### src/rtl/rom_loader.sv
//------------------------------------------------------------------------------
// rom_loader
//   Buffers ioctl ROM-download bytes and commits them as bank/page mapped SDRAM
//   writes in reference slots, holding the system in reset until done.
// Revision: 1.0
//------------------------------------------------------------------------------
`timescale 1ns/1ps
`default_nettype none

module rom_loader #(
    parameter int FIFO_DEPTH  = 4,
    parameter int HOLD_CYCLES = 16
) (
    input  logic        clk_sys,
    input  logic        reset_n,
    input  logic        ioctl_download,
    input  logic [7:0]  ioctl_index,
    input  logic        ioctl_wr,
    input  logic [24:0] ioctl_addr,
    input  logic [7:0]  ioctl_dout,
    input  logic        ce_ref,
    output logic        mem_we,
    output logic [22:0] mem_addr,
    output logic [1:0]  mem_bank,
    output logic [7:0]  mem_din,
    output logic        hold_reset,
    output logic        done,
    output logic        overflow,
    output logic [15:0] dropped
);

    localparam int AW = (FIFO_DEPTH > 1) ? $clog2(FIFO_DEPTH) : 1;
    localparam int CW = $clog2(HOLD_CYCLES + 1);
    localparam int EW = 33;
    localparam logic [AW:0]   DEPTH_C   = (AW+1)'(FIFO_DEPTH);
    localparam logic [CW-1:0] HOLD_INIT = CW'(HOLD_CYCLES - 1);

    localparam logic [1:0] S_IDLE  = 2'd0;
    localparam logic [1:0] S_LOAD  = 2'd1;
    localparam logic [1:0] S_DRAIN = 2'd2;
    localparam logic [1:0] S_TAIL  = 2'd3;

    logic [1:0]    state, state_nx;
    logic [CW-1:0] hold_cnt;
    logic          cnt_load;
    logic          dl_prev;
    logic          dl0, dl_rise, dl_fall, accept;

    logic [10:0]   seg;
    logic          in_map;
    logic [8:0]    page;
    logic [22:0]   map_addr;
    logic [1:0]    map_bank;

    logic [EW-1:0] fifo_mem [FIFO_DEPTH];
    logic [EW-1:0] head;
    logic [AW-1:0] rd_ptr, wr_ptr;
    logic [AW:0]   count;
    logic          empty, full, pop, push, lost;

    logic [22:0]   last_addr;
    logic [1:0]    last_bank;
    logic [7:0]    last_din;

    // Edges are tracked on the index-0 download only, so other targets never move the FSM.
    assign dl0     = ioctl_download & (ioctl_index == 8'd0);
    assign dl_rise = dl0 & ~dl_prev;
    assign dl_fall = ~dl0 & dl_prev;
    assign accept  = dl0 & ioctl_wr;

    assign seg    = ioctl_addr[24:14];
    assign in_map = (seg[10:3] == 8'd0);

    always_comb begin
        page = 9'h000;
        case (seg[1:0])
            2'd0: page = 9'h000;
            2'd1: page = 9'h100;
            2'd2: page = 9'h107;
            2'd3: page = 9'h1ff;
            default: page = 9'h000;
        endcase
    end

    assign map_addr = {page, ioctl_addr[13:0]};
    assign map_bank = {1'b0, seg[2]};

    assign empty = (count == '0);
    assign full  = (count == DEPTH_C);
    assign pop   = ce_ref & ~empty;
    assign push  = accept & in_map & (~full | pop);
    assign lost  = accept & in_map & full & ~pop;
    assign head  = fifo_mem[rd_ptr];

    always_ff @(posedge clk_sys) begin
        if (push)
            fifo_mem[wr_ptr] <= {map_addr, map_bank, ioctl_dout};
    end

    always_ff @(posedge clk_sys or negedge reset_n) begin
        if (!reset_n) begin
            rd_ptr    <= '0;
            wr_ptr    <= '0;
            count     <= '0;
            last_addr <= '0;
            last_bank <= '0;
            last_din  <= '0;
        end else begin
            if (push)
                wr_ptr <= wr_ptr + 1'b1;
            if (pop) begin
                rd_ptr    <= rd_ptr + 1'b1;
                last_addr <= head[32:10];
                last_bank <= head[9:8];
                last_din  <= head[7:0];
            end
            case ({push, pop})
                2'b10:   count <= count + 1'b1;
                2'b01:   count <= count - 1'b1;
                default: count <= count;
            endcase
        end
    end

    assign mem_we   = pop;
    assign mem_addr = pop ? head[32:10] : last_addr;
    assign mem_bank = pop ? head[9:8]   : last_bank;
    assign mem_din  = pop ? head[7:0]   : last_din;

    always_ff @(posedge clk_sys or negedge reset_n) begin
        if (!reset_n) begin
            overflow <= 1'b0;
            dropped  <= '0;
            dl_prev  <= 1'b0;
        end else begin
            dl_prev <= dl0;
            if (state == S_IDLE && dl_rise)
                overflow <= 1'b0;
            if (lost)
                overflow <= 1'b1;
            if (accept && !in_map && dropped != 16'hFFFF)
                dropped <= dropped + 16'd1;
        end
    end

    always_ff @(posedge clk_sys or negedge reset_n) begin
        if (!reset_n) begin
            state    <= S_IDLE;
            hold_cnt <= '0;
        end else begin
            state <= state_nx;
            if (cnt_load)
                hold_cnt <= HOLD_INIT;
            else if (state == S_TAIL && hold_cnt != '0)
                hold_cnt <= hold_cnt - 1'b1;
        end
    end

    always_comb begin
        state_nx = state;
        case (state)
            S_IDLE:  if (dl_rise) state_nx = S_LOAD;
            S_LOAD:  if (dl_fall) state_nx = S_DRAIN;
            S_DRAIN: begin
                if (dl_rise)             state_nx = S_LOAD;
                else if (empty && !pop)  state_nx = S_TAIL;
            end
            S_TAIL: begin
                if (dl_rise)              state_nx = S_LOAD;
                else if (hold_cnt == '0)  state_nx = S_IDLE;
            end
            default: state_nx = S_IDLE;
        endcase
    end

    always_comb begin
        hold_reset = (state != S_IDLE);
        done       = (state == S_TAIL) && (state_nx == S_IDLE);
        cnt_load   = (state == S_DRAIN) && (state_nx == S_TAIL);
    end

endmodule

`default_nettype wire

### config.mk
export PLATFORM = sky130hd
export DESIGN_NAME = rom_loader
export DESIGN_NICKNAME = d
export VERILOG_FILES = /design/src/rtl/rom_loader.sv
export SDC_FILE = /design/constraint.sdc
export NUM_CORES = 1
export LEC_CHECK = 0
export CAP_MARGIN = 20
export CORE_MARGIN = 5
export CORE_UTILIZATION = 58
export DETAILED_ROUTE_END_ITERATION = 10
export PLACE_DENSITY = 0.85
export SLEW_MARGIN = 40
export SYNTH_ARGS = -nofsm -noshare
export SYNTH_HDL_FRONTEND = slang
export SYNTH_SLANG_ARGS = --single-unit
### constraint.sdc
create_clock -name clk_sys -period 4.4 [get_ports clk_sys]
set_input_delay 0.44 -clock clk_sys [delete_from_list [all_inputs] [get_ports clk_sys]]
set_output_delay 0.44 -clock clk_sys [all_outputs]
set_load 0.1 [all_outputs]
==> GITHUB_STEP_SUMMARY, run 1 <==
### Yosys + OpenROAD results

| Metric | Value |
|---|---|
| Final Max Tran Viols | 0 |
| Logic pwr share | 40.4% |
| Synth cell count leaders | 110 x nand2_1, 104 x edfxtp_1, 65 x dfrtp_1 |
| Max H-tree Level | 4 |
| Total leakage power | 3.33 nW |
| Outcome | finished, final reports clean |
| Ports | 99 |
| Critical-path cell list | or2_1, o21ai_4, inv_1, buf_4, nand2_1, nand2_1, buf_4 |
| DP Area | 7630 um^2 |
| Min-Delay Path Class | in2async |
| # DRC | 0 |
| Iteration-0 DRC Markers | 316 |
| Cells after DPL | 658 |
| Max-slew headroom | 51.0% |
| Layout cell share with drive strength beyond 1 | 24.1% |
| Crit path launch type | flip-flop |
| Compound Share, Synth | 1.44% |
| Initial antenna violation count | 0 |
| Maximum VDD drop | 0.596 mV |
| Total Power | 5.89 mW |
| Synth area leader | edfxtp_1 |
| Most common logic cells in the final layout | 110 x nand2_1, 104 x edfxtp_1, 64 x dfrtp_1 |
| Reg2reg path depth | 7 |
| R2R Setup Slk | 1.91 ns |
| Fp util | 58.8% |
| Congestion Overflow GR | 0 |
| R2R Path Start | count[0] |
| Cts bufs inserted | 17 |
| Synthesis Warnings | 0 |
| RR Endpoint | count[2] |
| Synth top cell by count | nand2_1 |
| Via-to-Cell Ratio | 5.52 |
| Router iterations before antenna repair | 4 |
| PostCTS Resize Cnt | 0 |
| Pwr per Cell Area | 715 nW/um^2 |
| Register share after synthesis | 71.1% |
| Adder Share, Synth | 1.61% |
| Comb power | 2.38 mW |
| Worst setup startpoint | count[0] |
| Post-synth ARST share | 38.5% |
| Crit-path max FO | 28 |
| Yosys cell types | 44 |
| Die Wd | 117 um |
| Top logic family | simple AND/OR/NAND/NOR gates |
==> run 1: registers in the layout, indices dropped and copies added (netlist names) <==
signal and flops:
state 2, rd_ptr 2, last_addr 23, count 3, hold_cnt 5, fifo_mem 104
overflow 1, dropped 16, dl_prev 1, last_bank 2, last_din 8, wr_ptr 2
==> run 1: layer usage <==
layer	GRT usage (%)	routed length (um)
met1	25.9	5230
met2	33.0	6690
met3	4.67	762
met4	6.38	116
met5	0	0
==> run 1: final cells by class <==
| class | instances | area (um^2) |
|---|---|---|
| Multi-Input combinational cell | 236 | 1840 |
| Clock buffer | 21 | 460 |
| Clock inverter | 11 | 146 |
| Tap cell | 143 | 179 |
| Timing Repair Buffer | 101 | 832 |
| Inverter | 9 | 33.8 |
| Sequential cell | 169 | 4750 |
| Fill cell | 738 | 3130 |
Run 1, metal layers overlaid:
Scale bar: 20 um. Only two layers are drawn.
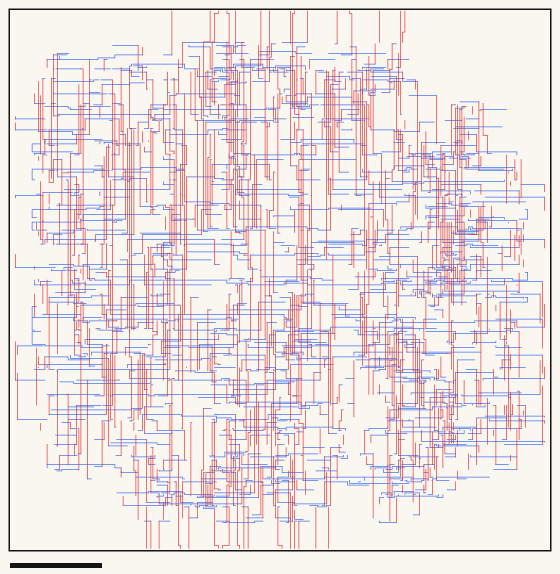
met2: shown in red, wire length 6690 um. met1: shown in blue, wire length 5230 um.
DRT Wirelength: 12800 um
Via Count: 3806

Run 1, clock wires, drivers and flops:
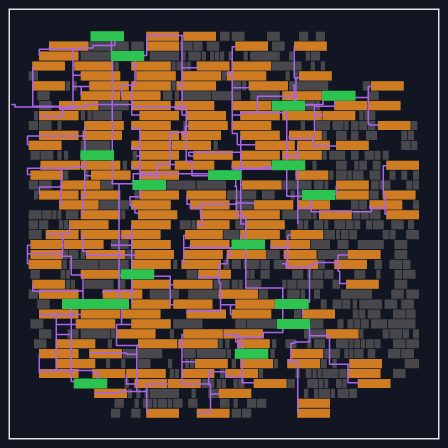
cells driving clock nets: shown in green, count 17. clock wires: shown in purple, length 1600 um. flip-flops: shown in orange, count 169.
There are 18 routed clock nets.
Clock power frac: 25.3%
clock group power: 1.49 mW

Run 1, placement view:
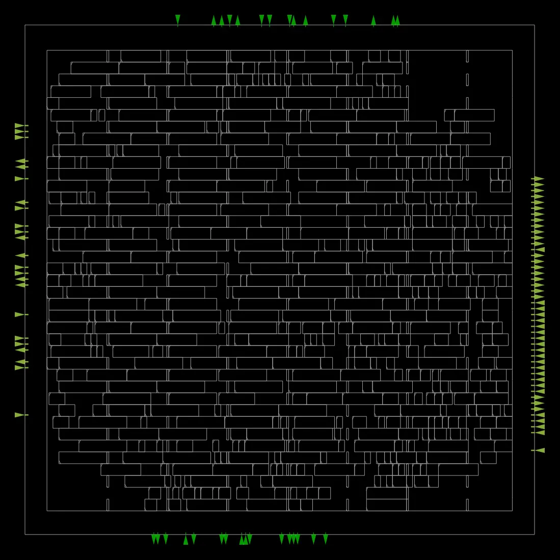
FP Rows: 39
seq_cells: 169
Final Core Density: 72.5%
Core Region: 11400 um^2
Fillers: 738

==> run 2, diff against run 1 <==
--- a/config.mk
+++ b/config.mk
@@ -7,9 +7,9 @@
 export LEC_CHECK = 0
 export CAP_MARGIN = 20
 export CORE_MARGIN = 5
-export CORE_UTILIZATION = 58
+export CORE_UTILIZATION = 49
 export DETAILED_ROUTE_END_ITERATION = 10
-export PLACE_DENSITY = 0.85
+export PLACE_DENSITY = 0.76
 export SLEW_MARGIN = 40
 export SYNTH_ARGS = -nofsm -noshare
 export SYNTH_HDL_FRONTEND = slang
==> constraint.sdc (replaced) <==
create_clock -name clk_sys -period 2.7 [get_ports clk_sys]
set_input_delay 0.27 -clock clk_sys [delete_from_list [all_inputs] [get_ports clk_sys]]
set_output_delay 0.27 -clock clk_sys [all_outputs]
set_load 0.1 [all_outputs]
Run 2, clock wires, drivers and flops:
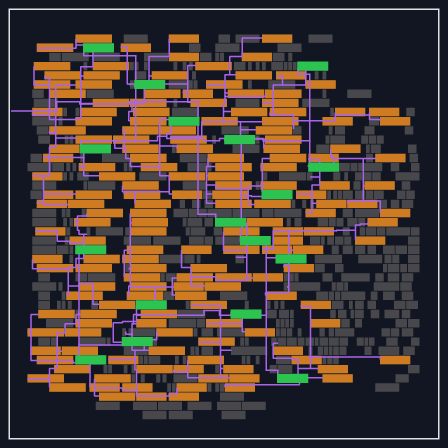
clock wires: shown in purple, length 1810 um. cells driving clock nets: shown in green, count 17. flip-flops: shown in orange, count 169.
There are 18 routed clock nets.
Clock power frac: 21.9%
clock group power: 2.27 mW
Late-Pin Clk Latency: 0.42 ns

Run 2, cell classes on the final placement:
Scale bar: 50 um.
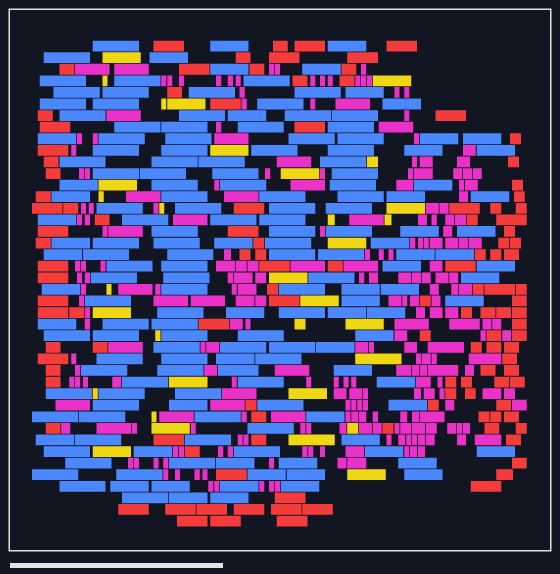
all other logic: shown in magenta, cells 245, share of their area 22%. other buffers and delay cells: shown in red, cells 118, share of their area 17%. clock drivers and dummy loads: shown in yellow, cells 32, share of their area 6.3%. flip-flops: shown in blue, cells 169, share of their area 55%.
Core Region: 13300 um^2
Final Instance Area: 8890 um^2
Final Core Density: 66.9%

==> run 2 against run 1 <==
  * Critical path depth stayed put
  * Clock skew is 0.0018 ns higher
  * Worst hold slack gained 0.38 ns
  * Non-clock buffer count is 17 higher
  * Core utilization is 5.6 points lower
  * Worst setup slack lost 1.1 ns
  * Die size increased by 17%
==> GITHUB_STEP_SUMMARY, run 2 <==
### Yosys + OpenROAD results

| Metric | Value |
|---|---|
| Outcome | finished, final reports clean |
| Synthesis Warnings | 0 (unchanged) |
| # DRC | 0 (unchanged) |
| Max reg flops | 104 (unchanged) |
| Max H-tree Level | 4 (unchanged) |
| Highest routed metal layer | met4 |
| Most flops, register | fifo_mem |
| Die Wd | 127 um (+8.0%) |
| R2R Path Start | count[0] |
| Worst setup startpoint | count[0] |
| Ports | 99 (unchanged) |
| Cts bufs inserted | 17 (unchanged) |
| Initial antenna violation count | 0 (unchanged) |
| Max-slew headroom | 59.3% (+8.4 points) |
| GR Util met2 | 29.2% (-3.8 points) |
| Min-Delay Path Class | in2async |
| R2R Setup Slk | 0.43 ns (-1.48 ns) |
| Total leakage power | 3.54 nW (+6.1%) |
| Comb power | 4.88 mW (+110%) |
| Most common logic cells in the final layout | 110 x nand2_1, 104 x edfxtp_1, 64 x dfrtp_1 |
| Register share after synthesis | 71.1% (unchanged) |
| Via-to-Cell Ratio | 5.30 (-3.9%) |
| Most used routing layer | met2 |
| Fp util | 50.3% (-8.5 points) |
| FP Rows | 42 (+7.7%) |
| WL met1 | 5590 um (+6.7%) |
| Synth cell count leaders | 110 x nand2_1, 104 x edfxtp_1, 65 x dfrtp_1 |
| Reg2reg path depth | 7 (unchanged) |
| DRT Wirelength | 13400 um (+4.4%) |
| Compound Share, Synth | 1.44% (unchanged) |
| GR Layer Usage met1 | 22.5% (-3.4 points) |
| DP Area | 8330 um^2 (+9.2%) |
| Metal2 WL | 6840 um (+2.2%) |
| Critical-path cell list | or2_1, o21ai_4, inv_1, buf_4, nand2_1, nand2_1, buf_12 |
| Adder Share, Synth | 1.61% (unchanged) |
| Post-synth ARST share | 38.5% (unchanged) |
| Layout cell share with drive strength beyond 1 | 25.2% (+1.0 points) |
| Maximum VDD drop | 1.17 mV (+97%) |
| Yosys cell types | 44 (unchanged) |
| Final Max Tran Viols | 0 (unchanged) |
| Routed length on met3 | 776 um (+1.8%) |
| Met3 Usage GRT | 5.38% (+0.71 points) |
| Synth top cell by count | nand2_1 |
| Crit path launch type | flip-flop |
| Top Registers | fifo_mem x104, last_addr x23, dropped x16 |
| Cells after DPL | 707 (+7.4%) |
| PostCTS Resize Cnt | 0 (unchanged) |
| RR Endpoint | count[2] |
| Logic pwr share | 47.2% (+6.8 points) |
| Router iterations before antenna repair | 4 (unchanged) |
Run 2, placement view:
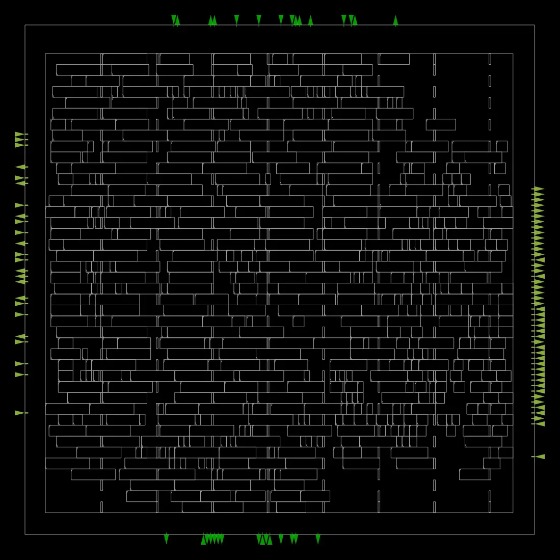
flop share of the area: 53.4%
Fillers: 947
Finished Layout Cells: 740

==> run 2: cell types whose count changed in the layout (fill, tap and decap cells not counted), sizes merged <==
| cell | previous run | this run |
|---|---|---|
| clkinvlp | 2 | 3 |
| clkinv | 6 | 4 |
| buf | 57 | 73 |
| clkbuf | 21 | 23 |
| bufinv | 3 | 2 |
| dlygate4sd3 | 0 | 1 |
==> run 2: how the worst max path moves through the flow <==
stage	end	depth (start not counted)
global placement	count[2]	8
finish	mem_addr[17]	7
CTS	mem_addr[17]	7
floorplan	count[2]	9
detailed placement	count[2]	8
global route	mem_addr[8]	6
==> run 2: cell type report <==
class	count	share of cell area [%]
Inverter	9	0.380
Tap cell	176	2.48
Clock buffer	23	5.04
Clock inverter	9	1.13
Timing Repair Buffer	118	16.9
Sequential cell	169	53.4
Multi-Input combinational cell	236	20.7
==> run 3, diff against run 2 <==
--- a/config.mk
+++ b/config.mk
@@ -9,6 +9,7 @@
 export CORE_MARGIN = 5
 export CORE_UTILIZATION = 49
 export DETAILED_ROUTE_END_ITERATION = 10
+export GPL_ROUTABILITY_DRIVEN = 0
 export PLACE_DENSITY = 0.76
 export SLEW_MARGIN = 40
 export SYNTH_ARGS = -nofsm -noshare
Run 3, PDN straps and rails:
Scale bar: 50 um. Pins as bars on the die edge. Tap cells in grey.
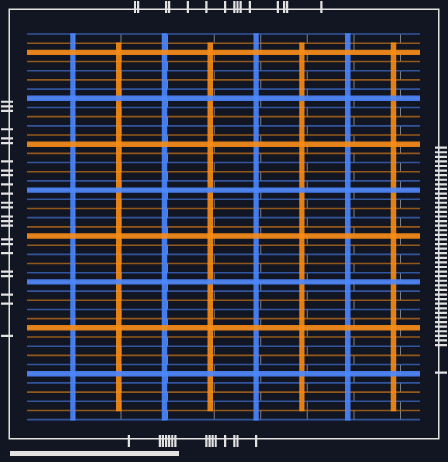
VDD: shown in orange. VSS: shown in blue.
8 straps on met4. 8 straps on met5. 176 tap cells. The core has 42 rows.
Die Wd: 127 um
Vert. Die Dim: 127 um

Run 3, clock wires, drivers and flops:
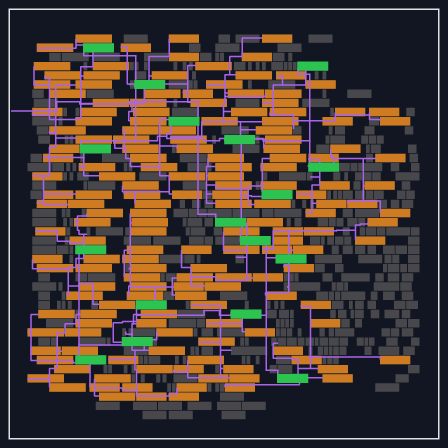
cells driving clock nets: shown in green, count 17. flip-flops: shown in orange, count 169. clock wires: shown in purple, length 1810 um.
Position of the flops: widely spread. There are 18 routed clock nets.
Worst Clk Skew: 0.00636 ns

==> run 3 against run 2 <==
  * Non-clock buffer count is the same
  * First-iteration DRC count is the same
  * Count of clock-buffer cells in the layout is the same
  * Register-to-register slack is essentially flat
  * Sequential power is essentially flat
  * Fmax is the same
  * Critical endpoint unchanged
  * Clock power is essentially flat
==> GITHUB_STEP_SUMMARY, run 3 <==
### Yosys + OpenROAD results

| Metric | Value |
|---|---|
| Outcome | finished, final reports clean |
| Cts bufs inserted | 17 (unchanged) |
| Final Core Density | 66.9% (unchanged) |
| Top Registers | fifo_mem x104, last_addr x23, dropped x16 |
| Core Region | 13300 um^2 (unchanged) |
| Cells after DPL | 707 (unchanged) |
| Inverter count | 9 (unchanged) |
| Max reg flops | 104 (unchanged) |
| Min-Delay Path Class | in2async |
| Synthesis Warnings | 0 (unchanged) |
| Yosys cell types | 44 (unchanged) |
| Total leakage power | 3.54 nW (unchanged) |
| Final Instance Area | 8890 um^2 (unchanged) |
| PostCTS Resize Cnt | 0 (unchanged) |
| DRT Wirelength | 13400 um (unchanged) |
| Seq_cells | 169 (unchanged) |
| MI comb cells | 236 (unchanged) |
| Clock group power | 2.27 mW (about the same) |
| Largest class | registers |
| Fp util | 50.3% (unchanged) |
| Clock power frac | 21.9% (about the same) |
| Max-slew headroom | 59.3% (unchanged) |
| Most flops, register | fifo_mem |
| Synth top cell by count | nand2_1 |
| Layout cell share with drive strength beyond 1 | 25.2% (unchanged) |
| DP Area | 8330 um^2 (unchanged) |
| Router iterations before antenna repair | 4 (unchanged) |
| Buffering overhead | 16.9% (unchanged) |
| Post-synth ARST share | 38.5% (unchanged) |
| Signal buffers | 118 (unchanged) |
| Flop share of the area | 53.4% (unchanged) |
| Critical-path cell list | or2_1, o21ai_4, inv_1, buf_4, nand2_1, nand2_1, buf_12 |
| Reg2reg path depth | 7 (unchanged) |
Run 3, cell classes on the final placement:
Scale bar: 50 um.
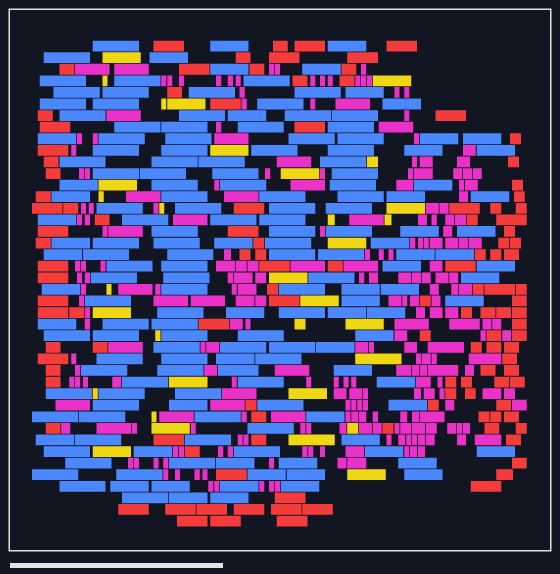
flip-flops: shown in blue, cells 169, share of their area 55%. all other logic: shown in magenta, cells 245, share of their area 22%. other buffers and delay cells: shown in red, cells 118, share of their area 17%. clock drivers and dummy loads: shown in yellow, cells 32, share of their area 6.3%.
FP Rows: 42

run 3: cell counts after synthesis:
No cell type changed its count.
run 3: worst paths after layout:
path | endpoint | slack (ns) | from
max in group asynchronous | rd_ptr[0] | 1.84 | reset_n
worst min-delay path | overflow | 0.40 | reset_n
min in group clk_sys | fifo_mem[2][6] | 0.49 | ioctl_dout[6]
worst max-delay path | mem_addr[17] | 0.25 | count[0]
worst min register to register | dropped[5] | 0.49 | dropped[5]
worst max register to register | count[2] | 0.43 | count[0]
run 3: layer usage:
| metal | share of wire, % | up-vias | track usage (%) |
|---|---|---|---|
| met5 | 0 | - | 0 |
| met1 | 42 | 1997 | 22.5 |
| met2 | 51 | 120 | 29.2 |
| li1 | - | 1787 | - |
| met3 | 5.8 | 17 | 5.38 |
| met4 | 1.3 | 0 | 5.93 |
Power figures rest on the tool's default switching activity, not on a simulated workload.
